--- config.mk ---
export PLATFORM = sky130hd
export DESIGN_NAME = im2col_conv_engine
export DESIGN_NICKNAME = d
export VERILOG_FILES = /design/src/rtl/conv_pkg.sv /design/src/rtl/conv_window_mac.sv /design/src/rtl/im2col_conv_engine.sv
export SDC_FILE = /design/constraint.sdc
export NUM_CORES = 2
export LEC_CHECK = 0
export ABC_AREA = 1
export CAP_MARGIN = 30
export CORE_ASPECT_RATIO = 1.25
export CORE_MARGIN = 1.5
export CORE_UTILIZATION = 65
export DETAILED_ROUTE_END_ITERATION = 6
export PLACE_DENSITY = 0.83
export RECOVER_POWER = 100
export SKIP_LAST_GASP = 1
export SYNTH_ARGS = -nofsm -noshare
export SYNTH_HDL_FRONTEND = slang
export SYNTH_SLANG_ARGS = --single-unit
--- constraint.sdc ---
create_clock -name clk -period 21.2 [get_ports clk]
set_input_delay 6.36 -clock clk [delete_from_list [all_inputs] [get_ports clk]]
set_output_delay 6.36 -clock clk [all_outputs]
set_load 0.005 [all_outputs]
--- src/rtl/conv_pkg.sv ---
`default_nettype none
// ============================================================================
// Module   : conv_pkg
// Brief    : Shared types and elaboration helpers for the im2col convolution
//            engine (state encoding, output-grid sizing, accumulator check).
// Revision : 1.0 - initial parametrised release
// ============================================================================
package conv_pkg;

    // Engine sequencing states, explicitly encoded in 3 bits.
    typedef enum logic [2:0] {
        S_IDLE  = 3'd0,
        S_FETCH = 3'd1,
        S_MUL   = 3'd2,
        S_SUM   = 3'd3,
        S_EMIT  = 3'd4,
        S_DONE  = 3'd5
    } state_e;

    // Number of window rows that fit in the strip; leftover rows are ignored.
    function automatic int out_rows(input int img_h, input int k, input int stride);
        return (img_h - k) / stride + 1;
    endfunction

    // Number of window columns that fit in the strip; leftover columns are ignored.
    function automatic int out_cols(input int img_w, input int k, input int stride);
        return (img_w - k) / stride + 1;
    endfunction

    // True when the accumulator can hold a full-precision K*K dot product.
    function automatic bit acc_w_legal(input int acc_w, input int dw, input int kw, input int k);
        return acc_w >= dw + kw + $clog2(k * k);
    endfunction

endpackage
`default_nettype wire

--- src/rtl/conv_window_mac.sv ---
`default_nettype none
// ============================================================================
// Module   : conv_window_mac
// Brief    : K*K-lane signed multiply register followed by a sign-extended
//            adder tree and optional ReLU clamp; 2-cycle latency (MUL, SUM).
// Revision : 1.0 - initial parametrised release
// ============================================================================
module conv_window_mac #(
    parameter int K     = 3,
    parameter int DW    = 9,
    parameter int KW    = 9,
    parameter int ACC_W = 23
) (
    input  logic                    clk,
    input  logic                    reset,
    input  logic                    i_mul_en,
    input  logic                    i_sum_en,
    input  logic                    i_relu_en,
    input  logic signed [DW-1:0]    i_pix  [K*K],
    input  logic signed [KW-1:0]    i_coef [K*K],
    output logic signed [ACC_W-1:0] o_acc
);

    localparam int KK = K * K;
    localparam int PW = DW + KW;

    logic signed [PW-1:0]    prod_q [KK];
    logic signed [PW-1:0]    prod_d [KK];
    logic signed [ACC_W-1:0] acc_q;
    logic signed [ACC_W-1:0] acc_d;
    logic signed [ACC_W-1:0] w_sum;
    logic signed [ACC_W-1:0] w_relu;

    // Products are captured only in the MUL cycle and held otherwise.
    always_comb begin
        prod_d = prod_q;
        for (int n = 0; n < KK; n++) begin
            if (i_mul_en) begin
                prod_d[n] = PW'(i_pix[n]) * PW'(i_coef[n]);
            end
        end
    end

    // Sign-extend every product to the accumulator width and add, then clamp.
    always_comb begin
        w_sum = '0;
        for (int n = 0; n < KK; n++) begin
            w_sum = w_sum + ACC_W'(prod_q[n]);
        end
        w_relu = (i_relu_en && w_sum[ACC_W-1]) ? '0 : w_sum;
        acc_d  = i_sum_en ? w_relu : acc_q;
    end

    // Product and result registers.
    always_ff @(posedge clk or posedge reset) begin
        if (reset) begin
            for (int n = 0; n < KK; n++) begin
                prod_q[n] <= '0;
            end
            acc_q <= '0;
        end else begin
            prod_q <= prod_d;
            acc_q  <= acc_d;
        end
    end

    assign o_acc = acc_q;

endmodule
`default_nettype wire

--- src/rtl/im2col_conv_engine.sv ---
`default_nettype none
// ============================================================================
// Module   : im2col_conv_engine
// Brief    : Slides a KxK signed kernel over an IMG_H x IMG_W strip, gathering
//            each window from a 1-cycle-latency memory and streaming the
//            (optionally ReLU-clamped) dot products with row/column tags.
// Revision : 1.0 - initial parametrised release
// ============================================================================
module im2col_conv_engine
    import conv_pkg::*;
#(
    parameter int K      = 3,
    parameter int IMG_W  = 224,
    parameter int IMG_H  = 30,
    parameter int STRIDE = 1,
    parameter int DW     = 9,
    parameter int KW     = 9,
    parameter int AW     = 16,
    parameter int ACC_W  = 23
) (
    input  logic                      clk,
    input  logic                      reset,
    input  logic                      start,
    input  logic                      relu_en,
    input  logic                      k_wr_en,
    input  logic [$clog2(K*K)-1:0]    k_wr_idx,
    input  logic signed [KW-1:0]      k_wr_data,
    output logic                      fmap_en,
    output logic [AW-1:0]             fmap_addr,
    input  logic signed [DW-1:0]      fmap_rdata,
    output logic                      out_valid,
    input  logic                      out_ready,
    output logic signed [ACC_W-1:0]   out_data,
    output logic [7:0]                out_row,
    output logic [7:0]                out_col,
    output logic                      busy,
    output logic                      done
);

    localparam int KK       = K * K;
    localparam int IXW      = $clog2(KK);
    localparam int CW       = $clog2(KK + 1);
    localparam int IW       = $clog2(K);
    localparam int OUT_ROWS = out_rows(IMG_H, K, STRIDE);
    localparam int OUT_COLS = out_cols(IMG_W, K, STRIDE);

    localparam logic [CW-1:0] KK_C     = CW'(KK);
    localparam logic [IW-1:0] K_LAST   = IW'(K - 1);
    localparam logic [7:0]    LAST_ROW = 8'(OUT_ROWS - 1);
    localparam logic [7:0]    LAST_COL = 8'(OUT_COLS - 1);

    if (!acc_w_legal(ACC_W, DW, KW, K)) begin : g_bad_acc_w
        $error("im2col_conv_engine: ACC_W too narrow for full-precision sum");
    end
    if ((64'd1 << AW) < 64'(IMG_W * IMG_H)) begin : g_bad_aw
        $error("im2col_conv_engine: AW cannot address the whole strip");
    end

    state_e               state_q, state_d;
    logic [CW-1:0]        cnt_q, cnt_d;
    logic [IW-1:0]        i_q, i_d, j_q, j_d;
    logic [7:0]           r_q, r_d, c_q, c_d;
    logic [7:0]           out_row_q, out_row_d, out_col_q, out_col_d;
    logic                 relu_q, relu_d;
    logic signed [KW-1:0] kern_q [KK];
    logic signed [KW-1:0] kern_d [KK];
    logic signed [DW-1:0] win_q  [KK];
    logic signed [DW-1:0] win_d  [KK];
    logic [31:0]          w_pix_row, w_pix_col, w_addr;

    // Pixel coordinate of the element being issued within the current window.
    always_comb begin
        w_pix_row = 32'(r_q) * 32'(STRIDE) + 32'(i_q);
        w_pix_col = 32'(c_q) * 32'(STRIDE) + 32'(j_q);
        w_addr    = w_pix_row * 32'(IMG_W) + w_pix_col;
    end

    // Sequencer: window walk, fetch counter and output tag capture.
    always_comb begin
        state_d   = state_q;
        cnt_d     = cnt_q;
        i_d       = i_q;
        j_d       = j_q;
        r_d       = r_q;
        c_d       = c_q;
        relu_d    = relu_q;
        out_row_d = out_row_q;
        out_col_d = out_col_q;
        case (state_q)
            S_IDLE: begin
                if (start) begin
                    state_d = S_FETCH;
                    r_d     = '0;
                    c_d     = '0;
                    cnt_d   = '0;
                    i_d     = '0;
                    j_d     = '0;
                    relu_d  = relu_en;
                end
            end
            S_FETCH: begin
                // The extra cycle at cnt==KK only collects the last read's data.
                if (cnt_q == KK_C) begin
                    state_d = S_MUL;
                    cnt_d   = '0;
                end else begin
                    cnt_d = cnt_q + 1'b1;
                    if (j_q == K_LAST) begin
                        j_d = '0;
                        i_d = (i_q == K_LAST) ? '0 : i_q + 1'b1;
                    end else begin
                        j_d = j_q + 1'b1;
                    end
                end
            end
            S_MUL: state_d = S_SUM;
            S_SUM: begin
                state_d   = S_EMIT;
                out_row_d = r_q;
                out_col_d = c_q;
            end
            S_EMIT: begin
                if (out_ready) begin
                    if (c_q == LAST_COL) begin
                        c_d = '0;
                        if (r_q == LAST_ROW) begin
                            state_d = S_DONE;
                        end else begin
                            r_d     = r_q + 1'b1;
                            state_d = S_FETCH;
                        end
                    end else begin
                        c_d     = c_q + 1'b1;
                        state_d = S_FETCH;
                    end
                end
            end
            S_DONE:  state_d = S_IDLE;
            default: state_d = S_IDLE;
        endcase
    end

    // Kernel writes only land while idle; window slots fill one cycle behind issue.
    always_comb begin
        kern_d = kern_q;
        win_d  = win_q;
        for (int n = 0; n < KK; n++) begin
            if (state_q == S_IDLE && k_wr_en && k_wr_idx == IXW'(n)) begin
                kern_d[n] = k_wr_data;
            end
            if (state_q == S_FETCH && cnt_q == CW'(n + 1)) begin
                win_d[n] = fmap_rdata;
            end
        end
    end

    // State, counters, kernel and window storage.
    always_ff @(posedge clk or posedge reset) begin
        if (reset) begin
            state_q   <= S_IDLE;
            cnt_q     <= '0;
            i_q       <= '0;
            j_q       <= '0;
            r_q       <= '0;
            c_q       <= '0;
            relu_q    <= 1'b0;
            out_row_q <= '0;
            out_col_q <= '0;
            for (int n = 0; n < KK; n++) begin
                kern_q[n] <= '0;
                win_q[n]  <= '0;
            end
        end else begin
            state_q   <= state_d;
            cnt_q     <= cnt_d;
            i_q       <= i_d;
            j_q       <= j_d;
            r_q       <= r_d;
            c_q       <= c_d;
            relu_q    <= relu_d;
            out_row_q <= out_row_d;
            out_col_q <= out_col_d;
            kern_q    <= kern_d;
            win_q     <= win_d;
        end
    end

    conv_window_mac #(
        .K     (K),
        .DW    (DW),
        .KW    (KW),
        .ACC_W (ACC_W)
    ) u_mac (
        .clk       (clk),
        .reset     (reset),
        .i_mul_en  (state_q == S_MUL),
        .i_sum_en  (state_q == S_SUM),
        .i_relu_en (relu_q),
        .i_pix     (win_q),
        .i_coef    (kern_q),
        .o_acc     (out_data)
    );

    assign fmap_en   = (state_q == S_FETCH) && (cnt_q != KK_C);
    assign fmap_addr = fmap_en ? AW'(w_addr) : '0;
    assign out_valid = (state_q == S_EMIT);
    assign out_row   = out_row_q;
    assign out_col   = out_col_q;
    assign busy      = (state_q != S_IDLE) && (state_q != S_DONE);
    assign done      = (state_q == S_DONE);

endmodule
`default_nettype wire
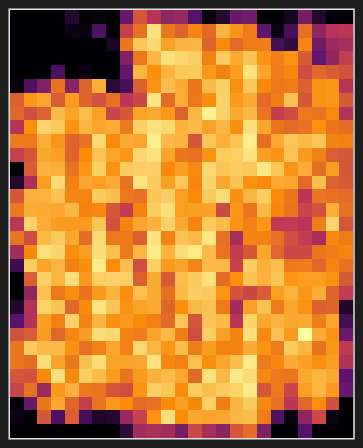
Fig. 1. Local utilization.
25 x 31 tiles, from black (low) to pale yellow (high), 0 to 100% covered.
densest ninth of the die: centre
tiles over 75% full: 48%
mean over tiles: 66%
core utilization before placement: 65.4%
total core area: 75,800 µm²

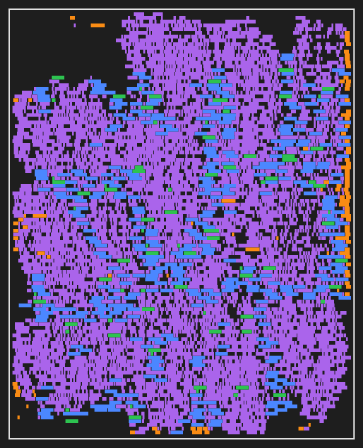
Fig. 2. Placement by cell class.
| colour | class | cells | share of their area |
|---|---|---|---|
| purple | all other logic | 5,447 | 76% |
| orange | other buffers and delay cells | 108 | 2.1% |
| blue | flops | 391 | 19% |
| green | clock drivers and dummy loads | 79 | 2.8% |
Non-Filler Cell Area, Final: 52,300 µm²
share of cell area taken by flip-flops and latches: 18.7%
end-of-flow core utilization: 69.0%
Row Count: 113

==> Flow_metrics.wiki <==
== Flow metrics ==
{| class="wikitable"
! Metric !! Value
|-
| Number of enable flip-flop cells || 0
|-
| Count of state elements after synthesis || 391
|-
| Top post-synthesis cells by area || sky130_fd_sc_hd__fa_1 31%, sky130_fd_sc_hd__dfrtp_1 20%, sky130_fd_sc_hd__nand2_1 12%, sky130_fd_sc_hd__inv_1 11%, sky130_fd_sc_hd__ha_1 10%
|-
| Most common cell in the netlist || sky130_fd_sc_hd__nand2_1
|-
| CTS tree || yes
|-
| Count of different cell masters after synthesis || 48
|-
| Routing usage on met1 || 38.3%
|-
| Post-layout period usage of the worst path || 62.6%
|-
| Post-synthesis sequential area ratio || 19.7%
|-
| RR Startpoint || state_q[1]$_DFFE_PP0P_
|-
| Run status || finished, violations left
|-
| Placed instance count || 6,916
|-
| Type of destination of the critical path || async pin
|-
| Worst slack at placement || 10.43 ns
|-
| Die area || 77,900 µm²
|-
| Number of global-route vias before repair || 40,600
|-
| Slew @ Worst Pin || 6.91 ns
|-
| Max_cap viols || 8
|-
| Final nets || 7,184
|-
| Antenna violations before repair || 6
|-
| Cell area after placement || 50,900 µm²
|-
| Total number of warnings across the stage logs || 37
|-
| Number of cell instances on the worst register-to-register path || 6
|-
| Post-detailed-route wirelength per cell || 17.5 µm
|-
| Number of design rule violations left after detail routing || 0
|-
| Worst min-delay path category || reg -> reg
|-
| Endpoints failing setup || 0
|-
| Final Hold Violation Tally || 0
|-
| Chip area estimate from yosys synthesis || 49,600 µm²
|-
| Synthesized area per cell || 8.18 µm²
|-
| Violations in the final reports || max-capacitance violations, max-slew violations
|-
| Worst hold slack after final layout || 0.472 ns
|-
| Required time at the endpoint of the critical path || 21.83 ns
|-
| Iteration count of the initial detailed-routing pass || 6
|-
| Post CTS Setup Buffer Count || 0
|-
| Post-Syn Nets || 7,253
|-
| List of most frequent post-synthesis cells || 1,580 x sky130_fd_sc_hd__nand2_1, 1,424 x sky130_fd_sc_hd__inv_1, 760 x sky130_fd_sc_hd__fa_1, 404 x sky130_fd_sc_hd__ha_1, 391 x sky130_fd_sc_hd__dfrtp_1
|-
| Max FO, Critical Path || 125
|-
| Post-CTS resize count || 0
|-
| Top area contributor share || 30.7%
|-
| Quantity of hold-fixing buffers added after cts || 0
|-
| Share of cells above drive strength 1 || 2.95%
|-
| Worst-case clock buffer depth || 3
|-
| Max-slew violation count || 519
|-
| Number of top-level design ports || 87
|-
| Number of input and output port buffers inserted || 86
|}
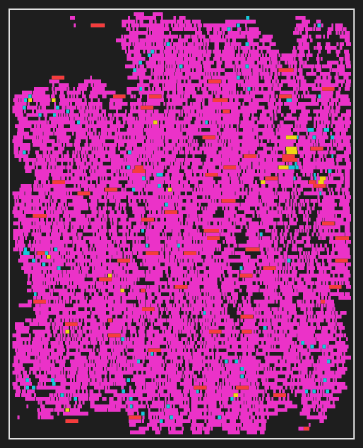
Fig. 3. Drive-strength map.
| colour | size | cells | most used |
|---|---|---|---|
| yellow | drive 3 to 4 | 17 | clkinvlp_4 |
| cyan | drive 2 | 99 | or2_2 |
| magenta | drive 1 or less | 5,847 | nand2_1 |
| red | drive 6 and up | 62 | clkbuf_16 |
slack of the critical path: 7.93 ns
Area growth, synth to finish: 5.50%
non-clock buffer instance count of the final layout: 108

==> cell type report <==
cell class	instances	area, µm²
Clock buffer	50	1140
Fill cell	5880	23500
Clock inverter	29	305
Inverter	1435	5400
Multi-Input combinational cell	4012	33300
Antenna cell	9	22.5
Sequential cell	391	9780
Timing Repair Buffer	108	1080
Tap cell	977	1220
==> critical path, stage by stage <==
cell and delay [ns]:
sky130_fd_sc_hd__dlygate4sd3_1 0.61, sky130_fd_sc_hd__inv_8 0.06, sky130_fd_sc_hd__clkbuf_1 4.78, sky130_fd_sc_hd__buf_4 1.22
sky130_fd_sc_hd__buf_4 0.70
==> per-layer routing <==
metal | vias to the layer above | wire length, µm
li1 | 17900 | -
met1 | 18900 | 44800
met2 | 1345 | 61600
met3 | 387 | 8440
met4 | 12 | 7440
met5 | - | 79
==> worst min path at each step <==
stage	to	from	depth (start not counted)	slack [ns]
floorplan	c_q[3]$_DFFE_PP0P_	c_q[3]$_DFFE_PP0P_	1	0.45
global placement	u_mac.o_acc[2]$_DFFE_PP0N_	u_mac.o_acc[2]$_DFFE_PP0N_	2	0.46
detailed placement	u_mac.o_acc[12]$_DFFE_PP0N_	u_mac.o_acc[12]$_DFFE_PP0N_	2	0.47
CTS	u_mac.o_acc[18]$_DFFE_PP0N_	u_mac.o_acc[18]$_DFFE_PP0N_	2	0.48
global route	u_mac.o_acc[18]$_DFFE_PP0N_	u_mac.o_acc[18]$_DFFE_PP0N_	2	0.49
finish	u_mac.o_acc[12]$_DFFE_PP0N_	u_mac.o_acc[12]$_DFFE_PP0N_	2	0.47
==> cell families (layout without fill, tap and decap cells) <==
family	after synthesis	count (layout)	share of synthesized area [%]
fa+ha+maj	1164	1164	40.9
compound gates	538	538	5.77
other cells	0	9	0
flops	391	391	19.7
simple gates	2147	2147	18.0
xor+xnor	163	163	2.88
buf+inv	1658	1622	12.7
==> layout by cell type, fill, tap and decap left out, types with 9 or more instances in the layout <==
cell                              count
sky130_fd_sc_hd__xnor2_1             75
sky130_fd_sc_hd__o21ai_0            294
sky130_fd_sc_hd__a21oi_1            168
sky130_fd_sc_hd__clkdlybuf4s50_1     21
sky130_fd_sc_hd__diode_2              9
sky130_fd_sc_hd__nand2_1           1586
sky130_fd_sc_hd__or2_2               69
sky130_fd_sc_hd__dlygate4sd3_1       65
sky130_fd_sc_hd__nand3_1            214
sky130_fd_sc_hd__clkbuf_1            17
sky130_fd_sc_hd__nand4_1             37
sky130_fd_sc_hd__inv_1             1425
sky130_fd_sc_hd__ha_1               404
sky130_fd_sc_hd__clkbuf_16           44
sky130_fd_sc_hd__o21bai_1            15
sky130_fd_sc_hd__fa_1               760
sky130_fd_sc_hd__dfrtp_1            391
sky130_fd_sc_hd__o21ai_1             13
sky130_fd_sc_hd__clkinv_2            12
sky130_fd_sc_hd__a31oi_1             22
sky130_fd_sc_hd__nor2_1             171
sky130_fd_sc_hd__nor3_1              39
sky130_fd_sc_hd__xor2_1              88
